### config.mk
export PLATFORM = sky130hd
export DESIGN_NAME = fb_arbiter_flat
export DESIGN_NICKNAME = d
export VERILOG_FILES = /design/src/rtl/fb_pkg.sv /design/src/rtl/fb_arbiter_if.sv /design/src/rtl/fb_wq_fifo.sv /design/src/rtl/fb_arbiter.sv /design/src/flat_wrapper.sv
export SDC_FILE = /design/constraint.sdc
export NUM_CORES = 1
export LEC_CHECK = 0
export CAP_MARGIN = 20
export CORE_MARGIN = 1.5
export CORE_UTILIZATION = 25
export CTS_BUF_LIST = sky130_fd_sc_hd__clkbuf_2 sky130_fd_sc_hd__clkbuf_4 sky130_fd_sc_hd__clkbuf_8
export CTS_CLUSTER_DIAMETER = 30
export CTS_CLUSTER_SIZE = 20
export DETAILED_ROUTE_END_ITERATION = 12
export PLACE_DENSITY = 0.47
export SETUP_SLACK_MARGIN = 0.15
export SYNTH_ARGS = -nofsm -noshare
export SYNTH_HDL_FRONTEND = slang
export SYNTH_SLANG_ARGS = --single-unit
export TNS_END_PERCENT = 30
### constraint.sdc
create_clock -name clk -period 4.8 [get_ports clk]
set_input_delay 0.48 -clock clk [delete_from_list [all_inputs] [get_ports clk]]
set_output_delay 0.48 -clock clk [all_outputs]
set_load 0.03 [all_outputs]
### src/rtl/fb_pkg.sv
`default_nettype none
// ============================================================================
// Module      : fb_pkg
// Description : Shared types and defaults for the framebuffer arbiter slice:
//               default bus widths, read-return tags and grant encodings.
// Revision    : 1.0 - initial release
// ============================================================================
package fb_pkg;

    localparam int c_addr_w_default = 15;
    localparam int c_data_w_default = 8;

    // Source of the SRAM read issued in the previous cycle.
    typedef enum logic [1:0] {
        TAG_NONE = 2'd0,
        TAG_SCAN = 2'd1,
        TAG_DRAW = 2'd2
    } rd_tag_e;

    // Owner of the SRAM port in the current cycle.
    typedef enum logic [1:0] {
        GNT_IDLE = 2'd0,
        GNT_SCAN = 2'd1,
        GNT_WR   = 2'd2,
        GNT_RD   = 2'd3
    } grant_e;

endpackage
`default_nettype wire

### src/rtl/fb_arbiter_if.sv
`default_nettype none
// ============================================================================
// Module      : fb_arbiter_if
// Description : Bundle of the scanout, draw-engine, SRAM and status signals
//               around the framebuffer arbiter. The slave modport is the
//               arbiter's view; master is the surrounding system's view.
// Revision    : 1.0 - initial release
// ============================================================================
interface fb_arbiter_if
    import fb_pkg::*;
#(
    parameter int ADDR_W   = c_addr_w_default,
    parameter int DATA_W   = c_data_w_default,
    parameter int WQ_DEPTH = 4
);
    localparam int c_lvl_w = $clog2(WQ_DEPTH + 1);

    // scanout reader
    logic               scan_req;
    logic [ADDR_W-1:0]  scan_addr;
    logic               scan_rvalid;
    logic [DATA_W-1:0]  scan_rdata;
    // drawing engine
    logic               dr_valid;
    logic               dr_ready;
    logic               dr_we;
    logic [ADDR_W-1:0]  dr_addr;
    logic [DATA_W-1:0]  dr_wdata;
    logic               dr_rvalid;
    logic [DATA_W-1:0]  dr_rdata;
    // framebuffer macro
    logic               mem_en;
    logic               mem_we;
    logic [ADDR_W-1:0]  mem_addr;
    logic [DATA_W-1:0]  mem_wdata;
    logic [DATA_W-1:0]  mem_rdata;
    // status
    logic [c_lvl_w-1:0] wq_level;
    logic               busy;
    logic               starve;

    modport slave (
        input  scan_req, scan_addr, dr_valid, dr_we, dr_addr, dr_wdata, mem_rdata,
        output scan_rvalid, scan_rdata, dr_ready, dr_rvalid, dr_rdata,
               mem_en, mem_we, mem_addr, mem_wdata, wq_level, busy, starve
    );

    modport master (
        output scan_req, scan_addr, dr_valid, dr_we, dr_addr, dr_wdata, mem_rdata,
        input  scan_rvalid, scan_rdata, dr_ready, dr_rvalid, dr_rdata,
               mem_en, mem_we, mem_addr, mem_wdata, wq_level, busy, starve
    );

endinterface
`default_nettype wire

### src/rtl/fb_wq_fifo.sv
`default_nettype none
// ============================================================================
// Module      : fb_wq_fifo
// Description : Small circular FIFO holding posted draw writes ({addr,data}).
//               Pointers wrap naturally because DEPTH is a power of two.
// Revision    : 1.0 - initial release
// ============================================================================
module fb_wq_fifo
    import fb_pkg::*;
#(
    parameter int WIDTH = c_addr_w_default + c_data_w_default,
    parameter int DEPTH = 4
) (
    input  logic                         clk,
    input  logic                         rst_n,
    input  logic                         i_push,
    input  logic [WIDTH-1:0]             i_data,
    input  logic                         i_pop,
    output logic [WIDTH-1:0]             o_head,
    output logic [$clog2(DEPTH+1)-1:0]   o_count,
    output logic                         o_full,
    output logic                         o_empty
);
    localparam int c_ptr_w = $clog2(DEPTH);
    localparam int c_cnt_w = $clog2(DEPTH + 1);

    logic [WIDTH-1:0]   r_mem [DEPTH];
    logic [c_ptr_w-1:0] r_wr_ptr;
    logic [c_ptr_w-1:0] r_rd_ptr;
    logic [c_cnt_w-1:0] r_count;
    logic               w_do_push;
    logic               w_do_pop;

    assign w_do_push = i_push && !o_full;
    assign w_do_pop  = i_pop && !o_empty;

    // Entry storage; contents only matter where the count says they are live.
    always_ff @(posedge clk) begin
        if (w_do_push) begin
            r_mem[r_wr_ptr] <= i_data;
        end
    end

    // Pointer and occupancy bookkeeping; push+pop together leaves the count alone.
    always_ff @(posedge clk) begin
        if (!rst_n) begin
            r_wr_ptr <= '0;
            r_rd_ptr <= '0;
            r_count  <= '0;
        end else begin
            if (w_do_push) begin
                r_wr_ptr <= r_wr_ptr + c_ptr_w'(1);
            end
            if (w_do_pop) begin
                r_rd_ptr <= r_rd_ptr + c_ptr_w'(1);
            end
            case ({w_do_push, w_do_pop})
                2'b10:   r_count <= r_count + c_cnt_w'(1);
                2'b01:   r_count <= r_count - c_cnt_w'(1);
                default: r_count <= r_count;
            endcase
        end
    end

    assign o_head  = r_mem[r_rd_ptr];
    assign o_count = r_count;
    assign o_full  = (r_count == c_cnt_w'(DEPTH));
    assign o_empty = (r_count == '0);

endmodule
`default_nettype wire

### src/rtl/fb_arbiter.sv
`default_nettype none
// ============================================================================
// Module      : fb_arbiter
// Description : Single-port framebuffer SRAM arbiter. Scanout reads win every
//               cycle; draw writes are posted into a FIFO and drained in idle
//               cycles; a draw read waits until the FIFO is empty so it sees
//               every earlier write.
// Revision    : 1.0 - initial release
// ============================================================================
module fb_arbiter
    import fb_pkg::*;
#(
    parameter int ADDR_W       = c_addr_w_default,
    parameter int DATA_W       = c_data_w_default,
    parameter int WQ_DEPTH     = 4,
    parameter int STARVE_LIMIT = 64
) (
    input  logic        clk,
    input  logic        rst_n,
    fb_arbiter_if.slave bus
);
    localparam int c_lvl_w   = $clog2(WQ_DEPTH + 1);
    localparam int c_stall_w = $clog2(STARVE_LIMIT + 1);
    localparam int c_entry_w = ADDR_W + DATA_W;
    localparam logic [c_stall_w-1:0] c_stall_max = c_stall_w'(STARVE_LIMIT);

    logic [c_entry_w-1:0] w_head;
    logic [c_lvl_w-1:0]   w_count;
    logic                 w_full;
    logic                 w_empty;
    logic                 w_push;
    logic                 w_pop;
    logic                 w_rd_acc;
    grant_e               w_grant;
    rd_tag_e              r_tag;
    logic                 r_rd_pending;
    logic [ADDR_W-1:0]    r_rd_addr;
    logic [c_stall_w-1:0] r_stall_cnt;
    logic [c_stall_w-1:0] w_stall_next;
    logic                 r_starve;

    // Ready looks only at registered state so it never depends on this cycle's pop.
    assign bus.dr_ready = bus.dr_we ? !w_full : !r_rd_pending;
    assign w_push       = bus.dr_valid && bus.dr_ready && bus.dr_we;
    assign w_rd_acc     = bus.dr_valid && bus.dr_ready && !bus.dr_we;

    fb_wq_fifo #(
        .WIDTH (c_entry_w),
        .DEPTH (WQ_DEPTH)
    ) u_wq (
        .clk     (clk),
        .rst_n   (rst_n),
        .i_push  (w_push),
        .i_data  ({bus.dr_addr, bus.dr_wdata}),
        .i_pop   (w_pop),
        .o_head  (w_head),
        .o_count (w_count),
        .o_full  (w_full),
        .o_empty (w_empty)
    );

    // Strict-priority grant; held idle during reset so the SRAM is never enabled.
    always_comb begin
        w_grant = GNT_IDLE;
        if (!rst_n) begin
            w_grant = GNT_IDLE;
        end else if (bus.scan_req) begin
            w_grant = GNT_SCAN;
        end else if (!w_empty) begin
            w_grant = GNT_WR;
        end else if (r_rd_pending) begin
            w_grant = GNT_RD;
        end
    end

    assign w_pop = (w_grant == GNT_WR);

    // SRAM port steering from the grant.
    always_comb begin
        bus.mem_en    = 1'b0;
        bus.mem_we    = 1'b0;
        bus.mem_addr  = bus.scan_addr;
        bus.mem_wdata = w_head[DATA_W-1:0];
        unique case (w_grant)
            GNT_SCAN: begin
                bus.mem_en   = 1'b1;
                bus.mem_addr = bus.scan_addr;
            end
            GNT_WR: begin
                bus.mem_en   = 1'b1;
                bus.mem_we   = 1'b1;
                bus.mem_addr = w_head[c_entry_w-1:DATA_W];
            end
            GNT_RD: begin
                bus.mem_en   = 1'b1;
                bus.mem_addr = r_rd_addr;
            end
            default: begin
            end
        endcase
    end

    // Remember who issued this cycle's read so the returning data is routed back.
    always_ff @(posedge clk) begin
        if (!rst_n) begin
            r_tag <= TAG_NONE;
        end else begin
            case (w_grant)
                GNT_SCAN: r_tag <= TAG_SCAN;
                GNT_RD:   r_tag <= TAG_DRAW;
                default:  r_tag <= TAG_NONE;
            endcase
        end
    end

    // Single outstanding draw read: latch on accept, clear once it reaches the SRAM.
    always_ff @(posedge clk) begin
        if (!rst_n) begin
            r_rd_pending <= 1'b0;
            r_rd_addr    <= '0;
        end else if (w_rd_acc) begin
            r_rd_pending <= 1'b1;
            r_rd_addr    <= bus.dr_addr;
        end else if (w_grant == GNT_RD) begin
            r_rd_pending <= 1'b0;
        end
    end

    // Count consecutive cycles scanout blocks a non-empty write queue.
    always_comb begin
        w_stall_next = r_stall_cnt;
        if (w_empty || w_pop) begin
            w_stall_next = '0;
        end else if (bus.scan_req && (r_stall_cnt != c_stall_max)) begin
            w_stall_next = r_stall_cnt + c_stall_w'(1);
        end
    end

    // Stall counter and its saturation flag, kept in step with each other.
    always_ff @(posedge clk) begin
        if (!rst_n) begin
            r_stall_cnt <= '0;
            r_starve    <= 1'b0;
        end else begin
            r_stall_cnt <= w_stall_next;
            r_starve    <= (w_stall_next == c_stall_max);
        end
    end

    assign bus.scan_rvalid = (r_tag == TAG_SCAN);
    assign bus.scan_rdata  = bus.mem_rdata;
    assign bus.dr_rvalid   = (r_tag == TAG_DRAW);
    assign bus.dr_rdata    = bus.mem_rdata;
    assign bus.wq_level    = w_count;
    assign bus.busy        = !w_empty || r_rd_pending;
    assign bus.starve      = r_starve;

endmodule
`default_nettype wire

### src/flat_wrapper.sv
// flat-port wrapper written by rule: the top's interface ports become plain ports
module fb_arbiter_flat import fb_pkg::*;
#(
    parameter int ADDR_W       = c_addr_w_default,
    parameter int DATA_W       = c_data_w_default,
    parameter int WQ_DEPTH     = 4,
    parameter int STARVE_LIMIT = 64
)
  (clk, rst_n, bus_scan_req, bus_scan_addr, bus_dr_valid, bus_dr_we, bus_dr_addr, bus_dr_wdata, bus_mem_rdata, bus_scan_rvalid, bus_scan_rdata, bus_dr_ready, bus_dr_rvalid, bus_dr_rdata, bus_mem_en, bus_mem_we, bus_mem_addr, bus_mem_wdata, bus_wq_level, bus_busy, bus_starve);
  fb_arbiter_if #(.ADDR_W(ADDR_W), .DATA_W(DATA_W), .WQ_DEPTH(WQ_DEPTH)) bus_i ();
  input  logic clk;
  input  logic rst_n;
  input wire logic [$bits(bus_i.scan_req)-1:0] bus_scan_req;
  input wire logic [$bits(bus_i.scan_addr)-1:0] bus_scan_addr;
  input wire logic [$bits(bus_i.dr_valid)-1:0] bus_dr_valid;
  input wire logic [$bits(bus_i.dr_we)-1:0] bus_dr_we;
  input wire logic [$bits(bus_i.dr_addr)-1:0] bus_dr_addr;
  input wire logic [$bits(bus_i.dr_wdata)-1:0] bus_dr_wdata;
  input wire logic [$bits(bus_i.mem_rdata)-1:0] bus_mem_rdata;
  output wire logic [$bits(bus_i.scan_rvalid)-1:0] bus_scan_rvalid;
  output wire logic [$bits(bus_i.scan_rdata)-1:0] bus_scan_rdata;
  output wire logic [$bits(bus_i.dr_ready)-1:0] bus_dr_ready;
  output wire logic [$bits(bus_i.dr_rvalid)-1:0] bus_dr_rvalid;
  output wire logic [$bits(bus_i.dr_rdata)-1:0] bus_dr_rdata;
  output wire logic [$bits(bus_i.mem_en)-1:0] bus_mem_en;
  output wire logic [$bits(bus_i.mem_we)-1:0] bus_mem_we;
  output wire logic [$bits(bus_i.mem_addr)-1:0] bus_mem_addr;
  output wire logic [$bits(bus_i.mem_wdata)-1:0] bus_mem_wdata;
  output wire logic [$bits(bus_i.wq_level)-1:0] bus_wq_level;
  output wire logic [$bits(bus_i.busy)-1:0] bus_busy;
  output wire logic [$bits(bus_i.starve)-1:0] bus_starve;
  assign bus_i.scan_req = bus_scan_req;
  assign bus_i.scan_addr = bus_scan_addr;
  assign bus_i.dr_valid = bus_dr_valid;
  assign bus_i.dr_we = bus_dr_we;
  assign bus_i.dr_addr = bus_dr_addr;
  assign bus_i.dr_wdata = bus_dr_wdata;
  assign bus_i.mem_rdata = bus_mem_rdata;
  assign bus_scan_rvalid = bus_i.scan_rvalid;
  assign bus_scan_rdata = bus_i.scan_rdata;
  assign bus_dr_ready = bus_i.dr_ready;
  assign bus_dr_rvalid = bus_i.dr_rvalid;
  assign bus_dr_rdata = bus_i.dr_rdata;
  assign bus_mem_en = bus_i.mem_en;
  assign bus_mem_we = bus_i.mem_we;
  assign bus_mem_addr = bus_i.mem_addr;
  assign bus_mem_wdata = bus_i.mem_wdata;
  assign bus_wq_level = bus_i.wq_level;
  assign bus_busy = bus_i.busy;
  assign bus_starve = bus_i.starve;
  fb_arbiter #(.ADDR_W(ADDR_W), .DATA_W(DATA_W), .WQ_DEPTH(WQ_DEPTH), .STARVE_LIMIT(STARVE_LIMIT)) u_core (.clk(clk), .rst_n(rst_n), .bus(bus_i));
endmodule
==> flow_summary.ini <==
; flow metrics
[global_route]
met3_usage_pct = 4.15
grt_pass1_vias = 3387
grtUsageTotal_pct = 11.9
grt_max_degree = 31
grt.busiest_layer = met2
antenna_found_initial = 2
gr-total-overflow = 0
met1_usage_pct = 14.4
grtUsageMet2_pct = 19.3
grt_pass1_wl_um = 19200

[setup_path]
crit_fanout = 16
max_stage_delay_ps = 960
cp_cell_sequence = buf_4 > mux4_2 > nand2_1 > a31oi_1 > clkdlybuf4s50_1
worst-path-buf-inv = 2
cpLargestDelayFamily = buffers and inverters
endpoint_kind = output pin
arrival_ps = 2930
critPathSlowestCell = dfxtp_1
critPathKind = flop to output pin
cp.required_ps = 4320
critPathLaunchType = flop

[final_timing]
clock_skew_ps = 13.7
setup_tns_ps = 0
period_used_pct = 71.0
tightest_slew_ps = 964
finalCriticalPeriod_ps = 3410
hold_viol = 0
rsz0062_at_grt = false
max_freq_mhz = 293
drv_slew = 0
setup_viol = 0
slew_headroom_pct = 35.7

[placement]
hpwl_um = 7890
placed_cells = 716
placed_area_um2 = 6310
port-buffer-count = 75
place.gp.congestion = 0.817

[layout]
area_delta_synth_final_pct = 25.5
finalNetCount = 519
design_area_um2 = 6740
stdcell_count = 749
final_core_util_pct = 32.1
layout-drive-gt1-share_pct = 14.4

[route]
totalWireLength_um = 12600
vias = 3273
drt_first_iter_violations = 152
drtAntennaViolNets = 0
avgRoutedWirePerCell_um = 16.8
dr.pass1.iters = 4
route.detailed.drc = 0
vias_per_cell = 4.37

[synthesis]
top_cell_area_share_pct = 51.5
area_leaders = edfxtp_1 (51%), dfxtp_1 (13%), mux4_2 (9.6%), nand2_1 (3.7%), buf_4 (2.7%)
synthCells = 395
yosysMostFrequentCell = edfxtp_1
yosysWarnings = 0
synthFlopType = edfxtp_1
common_cells = edfxtp_1 (92), nand2_1 (53), dfxtp_1 (35), nor2_1 (27), mux4_2 (23)
edf_count = 92
synth_area_um2 = 5370
async_flop_share_pct = 0
synth.net_count = 454
ys_chip_area_um2 = 5370
synth_top_cell_by_area = edfxtp_1
synth_cell_types = 35
ys_seq_share_pct = 64.5
avgSynthCellArea_um2 = 13.6
ys_cells = 395
synth_flops = 127

[clock_network]
cts-root-buf = clkbuf_8
post_cts_buffers = 0
clkTransAtPathRegs_ps = 80
cts_inserted_buffers = 17
clock_path_buffers = 2
cts_tree = yes
h-tree-depth = 4
postCtsHoldBufs = 0
postCtsResizedCells = 0
worstSkewPairLatency_ps = 450
clock-sinks = 127

[die]
rows = 53
die-area_um2 = 22400
die_h_um = 150
fp.coreArea_um2 = 21000
fp-utilization_pct = 25.5
pin_count = 100
fp.dieW_um = 150

[power]
p_total_mw = 2.62
p_per_area_nw_per_um2 = 388
p_leak_nw = 2.17
ir_worst_vdd_uv = 273

[run_status]
status = complete, no violations

[min_path]
hold_path.class = flop to flop

[job]
warning_count = 30
maxCapViolCount = 0
area by class of cell:
class	count	area, µm²
Multi-Input combinational cell	220	1650
Clock inverter	14	181
Timing Repair Buffer	83	811
Clock buffer	18	241
Sequential cell	127	3460
Fill cell	2075	14300
Tap cell	275	344
Antenna cell	1	2.50
Inverter	11	41.3
per-stage QoR:
stage                     hold slack (ps)  setup slack [ps]
final                                 456              1390
after global routing                  480              1140
after CTS                             458              1290
after detailed placement              445              1460
after global placement                441              1530
after floorplan                       435              2410
where the power goes:
part / leakage (nW) / internal (mW) / switching, mW
registers: 1.12 / 1.21 / 0.0380
clock network: 0.211 / 0.530 / 0.451
logic: 0.841 / 0.172 / 0.217
total: 2.17 / 1.91 / 0.706
flip-flops by register name, summed over array words and instances (netlist names), named ones only:
| register | cells |
|---|---|
| u_core.r_rd_addr | 15 |
| u_core.r_stall_cnt | 7 |
| u_core.u_wq.o_count | 3 |
| u_core.bus.starve | 1 |
| u_core.r_tag | 2 |
| u_core.u_wq.r_mem | 92 |
| u_core.r_rd_pending | 1 |
| u_core.u_wq.r_rd_ptr | 2 |
| u_core.u_wq.r_wr_ptr | 2 |
layer usage:
metal | wire, µm | vias up
met5 | 12 | -
met4 | 171 | 2
met3 | 854 | 16
met2 | 5950 | 92
met1 | 5590 | 1600
li1 | - | 1563
cells in the final DEF (no fill, tap or decap), types with 6 or more instances in the layout:
cell type,instances
mux4_2,23
nand3_1,18
a31oi_1,17
inv_1,11
or3_1,6
clkbuf_8,17
and2_1,12
dfxtp_1,34
ha_1,7
nand2_1,53
buf_4,8
nor2_1,27
a21boi_1,17
edfxtp_1,92
clkdlybuf4s50_1,75
cells by family (layout without fill, tap and decap cells):
| group | Yosys count | count (layout) | synth area share, % |
|---|---|---|---|
| buf+inv | 48 | 126 | 4.87 |
| xor+xnor | 7 | 7 | 1.14 |
| mux | 25 | 25 | 10.0 |
| fa+ha+maj | 8 | 8 | 2.00 |
| compound gates | 54 | 54 | 6.80 |
| flops | 127 | 127 | 64.5 |
| other cells | 0 | 1 | 0 |
| simple gates | 126 | 126 | 10.7 |
worst paths after layout:
path / slack [ps] / startpoint / to / cells after the start
hold / removal: 460 / u_core.r_rd_addr[13] / u_core.r_rd_addr[13] / 2
setup / recovery: 1390 / flop / bus_mem_addr[14] / 5
setup reg to reg: 2400 / u_core.u_wq.o_count[0] / u_core.u_wq.r_mem[1][11] / 4
hold reg to reg: 460 / u_core.r_rd_addr[13] / u_core.r_rd_addr[13] / 2
worst reg2reg max path, delay by kind of cell, from the launching register on:
family,cells,cell delay (ps)
and+or+nand+nor,2,700
buffers and inverters,1,390
DFF,1,480
AOI/OAI and AO/OA,1,510
Local utilization:
Scale: 2 px per µm. The die is cut into 15 by 15 equal tiles; white is low, dark blue is high, 0 to 100% covered.
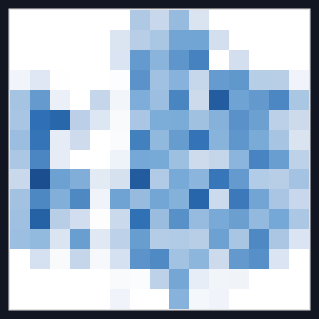
mean over tiles: 29%
tiles over 75% full: 2.7%
fullest tile: 88%
nearly empty tiles: 26%
emptiest ninth of the die: top left

PDN straps and rails:
Scale: 3 px per µm. Pins as bars on the die edge.
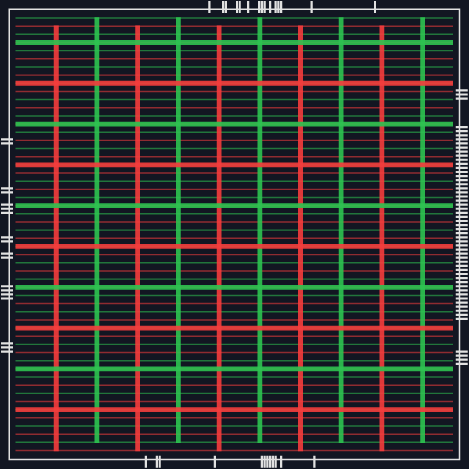
[VSS] red
[VDD] green
met1 rails: 54
met4 straps: 10
rows: 53
signal pins: 100
met5 straps: 10

No activity file was given, so power comes from the tool's default toggle rates.
